==> config.mk <==
export PLATFORM = sky130hd
export DESIGN_NAME = bcd_add_seq_flat
export DESIGN_NICKNAME = d
export VERILOG_FILES = /design/src/rtl/bcd_add_seq_if.sv /design/src/rtl/bcd_add_seq.sv /design/src/flat_wrapper.sv
export SDC_FILE = /design/constraint.sdc
export NUM_CORES = 1
export LEC_CHECK = 0
export ABC_AREA = 0
export CAP_MARGIN = 20
export CORE_ASPECT_RATIO = 1.2
export CORE_MARGIN = 2
export CORE_UTILIZATION = 50
export DETAILED_ROUTE_END_ITERATION = 6
export PLACE_DENSITY_LB_ADDON = 0.25
export SETUP_SLACK_MARGIN = 0.4
export SYNTH_ARGS = -nofsm -noshare
export SYNTH_HDL_FRONTEND = slang
export SYNTH_SLANG_ARGS = --single-unit
==> constraint.sdc <==
create_clock -name CLOCK_50 -period 4 [get_ports CLOCK_50]
set_input_delay 0.8 -clock CLOCK_50 [delete_from_list [all_inputs] [get_ports CLOCK_50]]
set_output_delay 0.8 -clock CLOCK_50 [all_outputs]
set_load 0.03 [all_outputs]
==> src/rtl/bcd_add_seq_if.sv <==
// ----------------------------------------------------------------------------
// bcd_add_seq_if
// Bundles the request/result signals of the sequential BCD adder.
//   Start : request a new addition (master -> slave)
//   A, B  : packed BCD operands, digit 0 in bits [3:0] (master -> slave)
//   Busy  : adder is stepping through digits (slave -> master)
//   Done  : one-cycle pulse, Sum/Err valid (slave -> master)
//   Sum   : BCD result, top nibble is the final carry (slave -> master)
//   Err   : last accepted operand pair held a nibble > 9 (slave -> master)
// ----------------------------------------------------------------------------
interface bcd_add_seq_if #(
   parameter int DIGITS = 2
);
   logic                    Start;
   logic [4*DIGITS-1:0]     A;
   logic [4*DIGITS-1:0]     B;
   logic                    Busy;
   logic                    Done;
   logic [4*(DIGITS+1)-1:0] Sum;
   logic                    Err;

   modport master (
      output Start, A, B,
      input  Busy, Done, Sum, Err
   );

   modport slave (
      input  Start, A, B,
      output Busy, Done, Sum, Err
   );
endinterface

==> src/rtl/bcd_add_seq.sv <==
// ----------------------------------------------------------------------------
// bcd_add_seq
// Digit-serial BCD adder: one shared 1-digit BCD adder is reused once per
// digit, ones digit first. Invalid operands (any nibble > 9) skip the add
// and report Err with a zero Sum.
// Ports:
//   CLOCK_50 : system clock, rising edge
//   Reset_n  : asynchronous active-low reset
//   bus      : bcd_add_seq_if slave (Start, A, B in; Busy, Done, Sum, Err out)
// ----------------------------------------------------------------------------
module bcd_add_seq #(
   parameter int DIGITS = 2
) (
   input  logic         CLOCK_50,
   input  logic         Reset_n,
   bcd_add_seq_if.slave bus
);
   localparam int IW = (DIGITS > 1) ? $clog2(DIGITS) : 1;

   typedef enum logic [1:0] {
      IDLE = 2'd0,
      ADD  = 2'd1,
      DONE = 2'd2
   } state_t;

   state_t                  state_reg;
   state_t                  state_next;
   logic [4*DIGITS-1:0]     a_reg;
   logic [4*DIGITS-1:0]     b_reg;
   logic [IW-1:0]           idx_reg;
   logic                    carry_reg;
   logic                    err_reg;
   logic [4*(DIGITS+1)-1:0] sum_reg;

   logic [DIGITS-1:0]       bad_nib;
   logic                    in_err;
   logic                    accept;
   logic                    last_digit;
   logic                    busy_c;
   logic                    done_c;

   logic [3:0]              a_dig;
   logic [3:0]              b_dig;
   logic [4:0]              dig_sum;
   logic                    dig_cout;
   logic [3:0]              dig_out;

   // Operand validity is judged on the values being latched this edge.
   generate
      for (genvar gi = 0; gi < DIGITS; gi++) begin : g_chk
         assign bad_nib[gi] = (bus.A[4*gi +: 4] > 4'd9) || (bus.B[4*gi +: 4] > 4'd9);
      end
   endgenerate

   assign in_err     = |bad_nib;
   assign accept     = (state_reg == IDLE) && bus.Start;
   assign last_digit = (idx_reg == IW'(DIGITS - 1));

   // Shared 1-digit BCD adder. For s in 10..19, (s + 6) mod 16 == s - 10,
   // so the corrected digit comes from the low nibble plus 6.
   assign a_dig    = a_reg[{idx_reg, 2'b00} +: 4];
   assign b_dig    = b_reg[{idx_reg, 2'b00} +: 4];
   assign dig_sum  = {1'b0, a_dig} + {1'b0, b_dig} + {4'b0000, carry_reg};
   assign dig_cout = (dig_sum > 5'd9);
   assign dig_out  = dig_cout ? (dig_sum[3:0] + 4'd6) : dig_sum[3:0];

   // State register
   always_ff @(posedge CLOCK_50 or negedge Reset_n) begin
      if (!Reset_n) begin
         state_reg <= IDLE;
      end else begin
         state_reg <= state_next;
      end
   end

   // Next-state logic
   always_comb begin
      state_next = state_reg;
      case (state_reg)
         IDLE: begin
            if (bus.Start) begin
               state_next = in_err ? DONE : ADD;
            end
         end
         ADD: begin
            if (last_digit) begin
               state_next = DONE;
            end
         end
         DONE:    state_next = IDLE;
         default: state_next = IDLE;
      endcase
   end

   // Output logic
   always_comb begin
      busy_c = 1'b0;
      done_c = 1'b0;
      case (state_reg)
         ADD:     busy_c = 1'b1;
         DONE:    done_c = 1'b1;
         default: ;
      endcase
   end

   // Datapath: operand capture, digit index, carry, error flag and result.
   always_ff @(posedge CLOCK_50 or negedge Reset_n) begin
      if (!Reset_n) begin
         a_reg     <= '0;
         b_reg     <= '0;
         idx_reg   <= '0;
         carry_reg <= 1'b0;
         err_reg   <= 1'b0;
         sum_reg   <= '0;
      end else if (accept) begin
         a_reg     <= bus.A;
         b_reg     <= bus.B;
         idx_reg   <= '0;
         carry_reg <= 1'b0;
         err_reg   <= in_err;
         sum_reg   <= '0;
      end else if (state_reg == ADD) begin
         carry_reg <= dig_cout;
         for (int i = 0; i < DIGITS; i++) begin
            if (idx_reg == IW'(i)) begin
               sum_reg[4*i +: 4] <= dig_out;
            end
         end
         if (last_digit) begin
            // Index parks on the last digit so it never leaves 0..DIGITS-1.
            sum_reg[4*DIGITS +: 4] <= {3'b000, dig_cout};
         end else begin
            idx_reg <= idx_reg + 1'b1;
         end
      end
   end

   assign bus.Busy = busy_c;
   assign bus.Done = done_c;
   assign bus.Sum  = sum_reg;
   assign bus.Err  = err_reg;

endmodule
==> src/flat_wrapper.sv <==
// flat-port wrapper written by rule: the top's interface ports become plain ports
module bcd_add_seq_flat 
#(
   parameter int DIGITS = 2
)
  (CLOCK_50, Reset_n, bus_Start, bus_A, bus_B, bus_Busy, bus_Done, bus_Sum, bus_Err);
  bcd_add_seq_if #(.DIGITS(DIGITS)) bus_i ();
  input  logic CLOCK_50;
  input  logic Reset_n;
  input wire logic [$bits(bus_i.Start)-1:0] bus_Start;
  input wire logic [$bits(bus_i.A)-1:0] bus_A;
  input wire logic [$bits(bus_i.B)-1:0] bus_B;
  output wire logic [$bits(bus_i.Busy)-1:0] bus_Busy;
  output wire logic [$bits(bus_i.Done)-1:0] bus_Done;
  output wire logic [$bits(bus_i.Sum)-1:0] bus_Sum;
  output wire logic [$bits(bus_i.Err)-1:0] bus_Err;
  assign bus_i.Start = bus_Start;
  assign bus_i.A = bus_A;
  assign bus_i.B = bus_B;
  assign bus_Busy = bus_i.Busy;
  assign bus_Done = bus_i.Done;
  assign bus_Sum = bus_i.Sum;
  assign bus_Err = bus_i.Err;
  bcd_add_seq #(.DIGITS(DIGITS)) u_core (.CLOCK_50(CLOCK_50), .Reset_n(Reset_n), .bus(bus_i));
endmodule
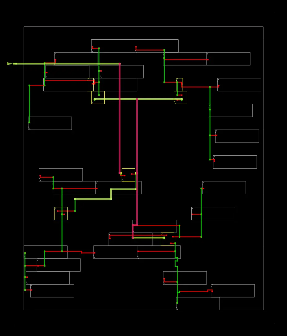
(run_1/final_clocks.png)
Clock Buffer Count: 7
number of clock sinks: 30
Seq cells: 30
Num CTS Buffers: 5

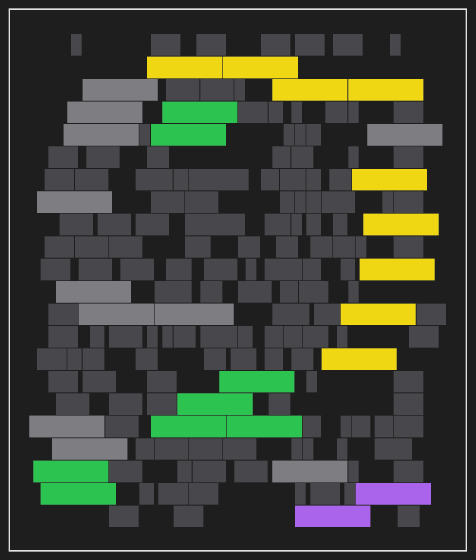
(run_1/registers.png)
Other sequential cells in the stronger gray, the rest of the logic in the fainter gray.
green -> u_core.b_reg  # flops 8
yellow -> u_core.bus.Sum  # flops 9
purple -> u_core.state_reg  # flops 2
not colored = 11
Util after Layout: 64.5%
Storage cell area: 752 um^2

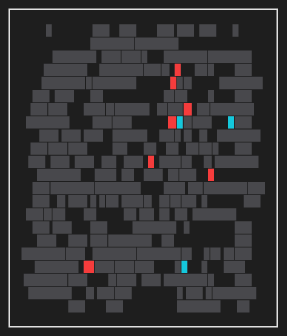
(run_1/gate_families.png)
cyan -> inverters  # cells 3, most used inv_1
red -> NAND gates  # cells 7, most used nand2_1

run 1: through the flow:
stage / area, um^2 / setup WS, ns / hold slack [ns] / cells
after floorplan: 1580 / 0.591 / 0.475 / 141
after global placement: 1900 / 0.594 / 0.481 / 200
after detailed placement: 1900 / 0.419 / 0.481 / 200
after CTS: 1950 / 0.419 / 0.501 / 207
after global routing: 1950 / 0.428 / 0.533 / 207
final: 1950 / 0.582 / 0.490 / 207
run 1: area by class of cell:
type | instances | area, um^2 | share of cell area, %
Timing Repair Buffer | 33 | 323 | 16.5
Inverter | 3 | 11.3 | 0.576
Multi-Input combinational cell | 98 | 778 | 39.8
Tap cell | 36 | 45.0 | 2.30
Clock buffer | 7 | 45.0 | 2.30
Sequential cell | 30 | 752 | 38.5
==> results.txt, run 1 <==
fresh numbers from the pnr run: outcome complete, no violations, Initial DRC Count 7, Worst setup EP type register, CTS Hold Buffers Added 0, Max Freq 293 MHz, reg2reg end u_core.bus.Sum[2], layer with the highest usage met2, met2 wire length 1.68 mm, asr flop ratio synth 100%, Worst Path Required 4.22 ns, RSZ-0062 raised after global routing no, Yosys chip area 1570 um^2, Synth Instances 139, AO/OA Area Share 11.5%, Synth Area per Inst 11.3 um^2, ys flops 30, antenna-violating nets left 0, Synth Area in Adders 5.73%, WS Path Type reg -> reg, Max H-tree Level 2, DP HPWL 2.44 mm, top_reg_cell synth dfrtp_1, Port Buffers 30, DIE AREA 3610 um^2, CP Cell Sequence mux2_2, fa_1, fa_1, inv_1, ha_1, nor2b_1, a31oi_2, a31oi_1, mux2i_1, a22o_1, Setup Skew 0.0105 ns, Ports 34, Tightest Hold Check Type reg -> reg, Most common cell on crit path fa_1, Filler cells 273, Crit Path Max Fanout 12, largest net degree at the start of global routing 31, Seq/Total Area, Yosys 47.7%, largest cells by area after synthesis dfrtp_1 (48%), mux2_2 (17%), nor2_1 (3.3%), R2R setup slack 0.58 ns, Worst Setup EP u_core.bus.Sum[2], MUX share of area 18.5%, number of flip-flops in the largest register 9, min-delay src u_core.bus.Sum[8], initial antenna violation count 0, Max Slew Vio Count 0, FP Util 51.9%, vias 1,190, Simple-Gate Area Share 11.8%, DR pass1 iterations 4, Top cell excl fill/tap clkdlybuf4s50_1, Late-Pin Clk Latency 0.32 ns, core footprint 3030 um^2, WP depth 10, WL/cell 15.5 um, M3 GR Usage 6.30%, Setup crit start u_core.idx_reg, Fin Setup TNS 0 ns, setup violation total in the final timing report 0, Die X-Extent 55.2 um, ys cells 139, top area contributor share 47.7%, cells on worst reg2reg path 10, CTS root buffer clkbuf_4, DRC violations left 0, Tot GR Track Use 19.7%, reg2reg start u_core.idx_reg, uppermost layer routed met4, Hold Vio Cnt, Final 0, die height 65.4 um, met3 wire len 196 um, cell with the most instances after synthesis dfrtp_1, CTS tree built, OpenROAD warning count 26
==> run 2, diff against run 1 <==
- RECOVER_POWER: default -> 50
- REMOVE_ABC_BUFFERS: default -> 1
- SKIP_CTS_REPAIR_TIMING: default -> 1
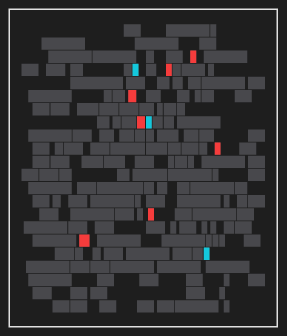
(run_2/gate_families.png)
cyan -> inverters  # cells 3, most used inv_1
red -> NAND gates  # cells 7, most used nand2_1

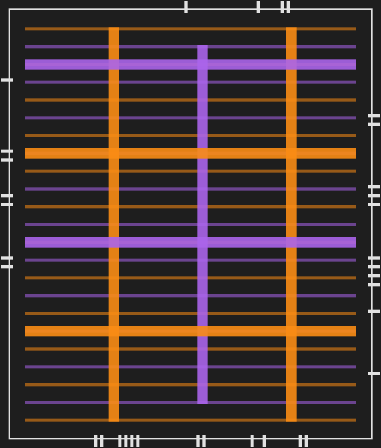
(run_2/pdn.png)
Pins as bars on the die edge.
purple -> VDD
orange -> VSS
rows = 22
met1 rails = 23
met4 straps = 3
met5 straps = 4
signal pins = 34
core footprint: 3030 um^2
Die X-Extent: 55.2 um
die height: 65.4 um

==> results.txt, run 2 <==
fresh numbers from the pnr run: Ports 34 (unchanged), Max Freq 295 MHz (+0.81%), failing checks capacitance limit, slew limit, top_reg_cell synth dfrtp_1, R2R setup slack 0.61 ns (+0.03 ns), combinational gate area 773 um^2 (-0.64%), layer with the highest usage met2, WP depth 10 (unchanged), CTS root buffer clkbuf_4, initial antenna violation count 0 (unchanged), Hold Vio Cnt, Final 0 (unchanged), ClkCell Share 4.13% (+1.8 points), Placement Setup Slack 0.440 ns (+0.0209 ns), cell with the most instances after synthesis dfrtp_1, Crit Path Max Fanout 12 (unchanged), number of clock sinks 30 (unchanged), largest net degree at the start of global routing 31 (unchanged), DRC violations left 0 (unchanged), Data buffer area share 15.6% (-0.90 points), Non-clock buffers 32 (-3.0%), ys flops 30 (unchanged), MUX share of area 18.5% (unchanged), Yosys chip area 1570 um^2 (unchanged), DR pass1 iterations 4 (unchanged), reg2reg start u_core.idx_reg, Comb gates 98 (unchanged), ys cells 139 (unchanged), Max Slew Vio Count 31 (+31), Most common cell on crit path fa_1, CP Cell Sequence mux2_2, fa_1, fa_1, inv_1, ha_1, nor2b_1, a31oi_2, a31oi_1, mux2i_1, a22o_1, Synth Instances 139 (unchanged), largest cells by area after synthesis dfrtp_1 (48%), mux2_2 (17%), nor2_1 (3.3%), Setup Skew 0.0184 ns (+0.00787 ns), DP Cell Count 199 (-0.50%), final instance area 1970 um^2 (+0.83%), Top cell excl fill/tap dfrtp_1, Initial DRC Count 20 (+13), top area contributor share 47.7% (unchanged), Synth Area in Adders 5.73% (unchanged), met3 wire len 118 um (-40%), uppermost layer routed met4, Worst Setup EP u_core.bus.Sum[2], Simple-Gate Area Share 11.8% (unchanged), WS Path Type reg -> reg, OpenROAD warning count 25 (-3.8%), Max H-tree Level 2 (unchanged), Non-clk invs 3 (unchanged), M3 GR Usage 4.13% (-2.2 points), Comb/total area 39.2% (-0.58 points), flop share of the area 38.2% (-0.32 points), Filler cells 251 (-8.1%), Seq/Total Area, Yosys 47.7% (unchanged), antenna-violating nets left 0 (unchanged), setup violation total in the final timing report 0 (unchanged), number of flip-flops in the largest register 9 (unchanged), max_cap viols 1, Tot GR Track Use 19.7% (-0.052 points), met2 wire length 1.68 mm (about the same), Seq cells 30 (unchanged), outcome complete, but fails checks
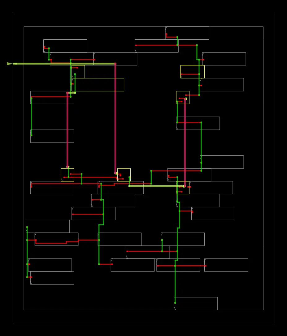
(run_2/final_clocks.png)
Late-Pin Clk Latency: 0.33 ns

## run 2: cell counts after synthesis
No cell type changed its count.
## run 2: worst reg2reg max path, delay by kind of cell (launching register included)
kind | cells | cell delay, ns
adders and majority gates | 3 | 1.23
AOI/OAI and AO/OA | 3 | 0.71
buffers and inverters | 1 | 0.14
muxes | 2 | 0.55
DFF | 1 | 0.51
and+or+nand+nor | 1 | 0.15
==> run 3, diff against run 2 <==
- CORE_UTILIZATION: 50 -> 45
- clock period: 4 -> 2.9 ns (I/O delays scaled with it)
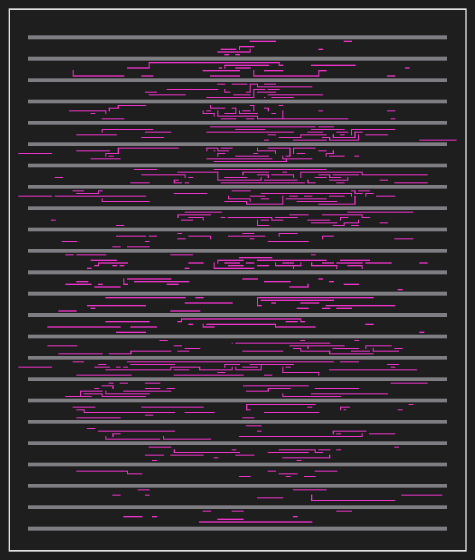
(run_3/met1.png)
Supply wires on this layer in gray.
wire length on this layer = 1,330 um
main direction = horizontal
nets with wire on the layer = 173
share of all routed wire = 41%
longest straight run = 26.2 um
vias: 1,213
final WL: 3.26 mm

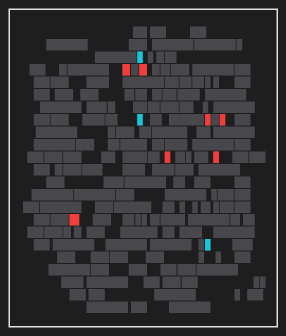
(run_3/gate_families.png)
cyan -> inverters  # cells 3, most used inv_1
red -> NAND gates  # cells 7, most used nand2_1

==> results.txt, run 3 <==
fresh numbers from the pnr run: DP Cell Count 208 (+4.5%), Ports 34 (unchanged), DRC violations left 0 (unchanged), Hold Vio Cnt, Final 0 (unchanged), Filler cells 277 (+10%), number of flip-flops in the largest register 9 (unchanged), die height 68.8 um (+5.1%), final instance area 2140 um^2 (+8.8%), combinational gate area 860 um^2 (+11%), outcome complete, but fails checks, Initial DRC Count 50 (+150%), setup violation total in the final timing report 0 (unchanged), Crit Path Max Fanout 3 (-9), DR pass1 iterations 4 (unchanged), OpenROAD warning count 26 (+4.0%), failing checks capacitance limit, slew limit, Worst Setup EP u_core.bus.Sum[2], uppermost layer routed met4, Max Slew Vio Count 31 (unchanged), Top cell excl fill/tap dfrtp_1, core footprint 3340 um^2 (+10%), Max H-tree Level 2 (unchanged), Die X-Extent 58.0 um (+5.0%), initial antenna violation count 0 (unchanged), Max Freq 347 MHz (+18%), largest net degree at the start of global routing 31 (unchanged), max_cap viols 1 (unchanged), CTS root buffer clkbuf_8, Seq/Total Area, Yosys 47.7% (unchanged), Synth Instances 139 (unchanged), reg2reg start u_core.idx_reg, layer with the highest usage met2
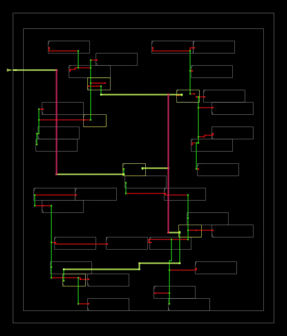
(run_3/final_clocks.png)
Late-Pin Clk Latency: 0.28 ns
Setup Skew: 0.00284 ns

==> run 3: area by class of cell <==
cell class	instances	area share, %
Inverter	3	0.525
Clock buffer	6	3.85
Sequential cell	30	35.0
Multi-Input combinational cell	98	40.1
Tap cell	37	2.16
Timing Repair Buffer	42	18.4
==> run 3: logic make-up (layout without fill, tap and decap cells) <==
| family | count (synthesis) | count (layout) | share of synthesized area, % |
|---|---|---|---|
| buf+inv | 13 | 51 | 3.98 |
| xor+xnor | 1 | 1 | 0.557 |
| mux | 26 | 26 | 18.5 |
| fa+ha+maj | 6 | 6 | 5.73 |
| flops | 30 | 30 | 47.7 |
| other cells | 1 | 3 | 0.238 |
| compound gates | 27 | 27 | 11.5 |
| simple gates | 35 | 35 | 11.8 |
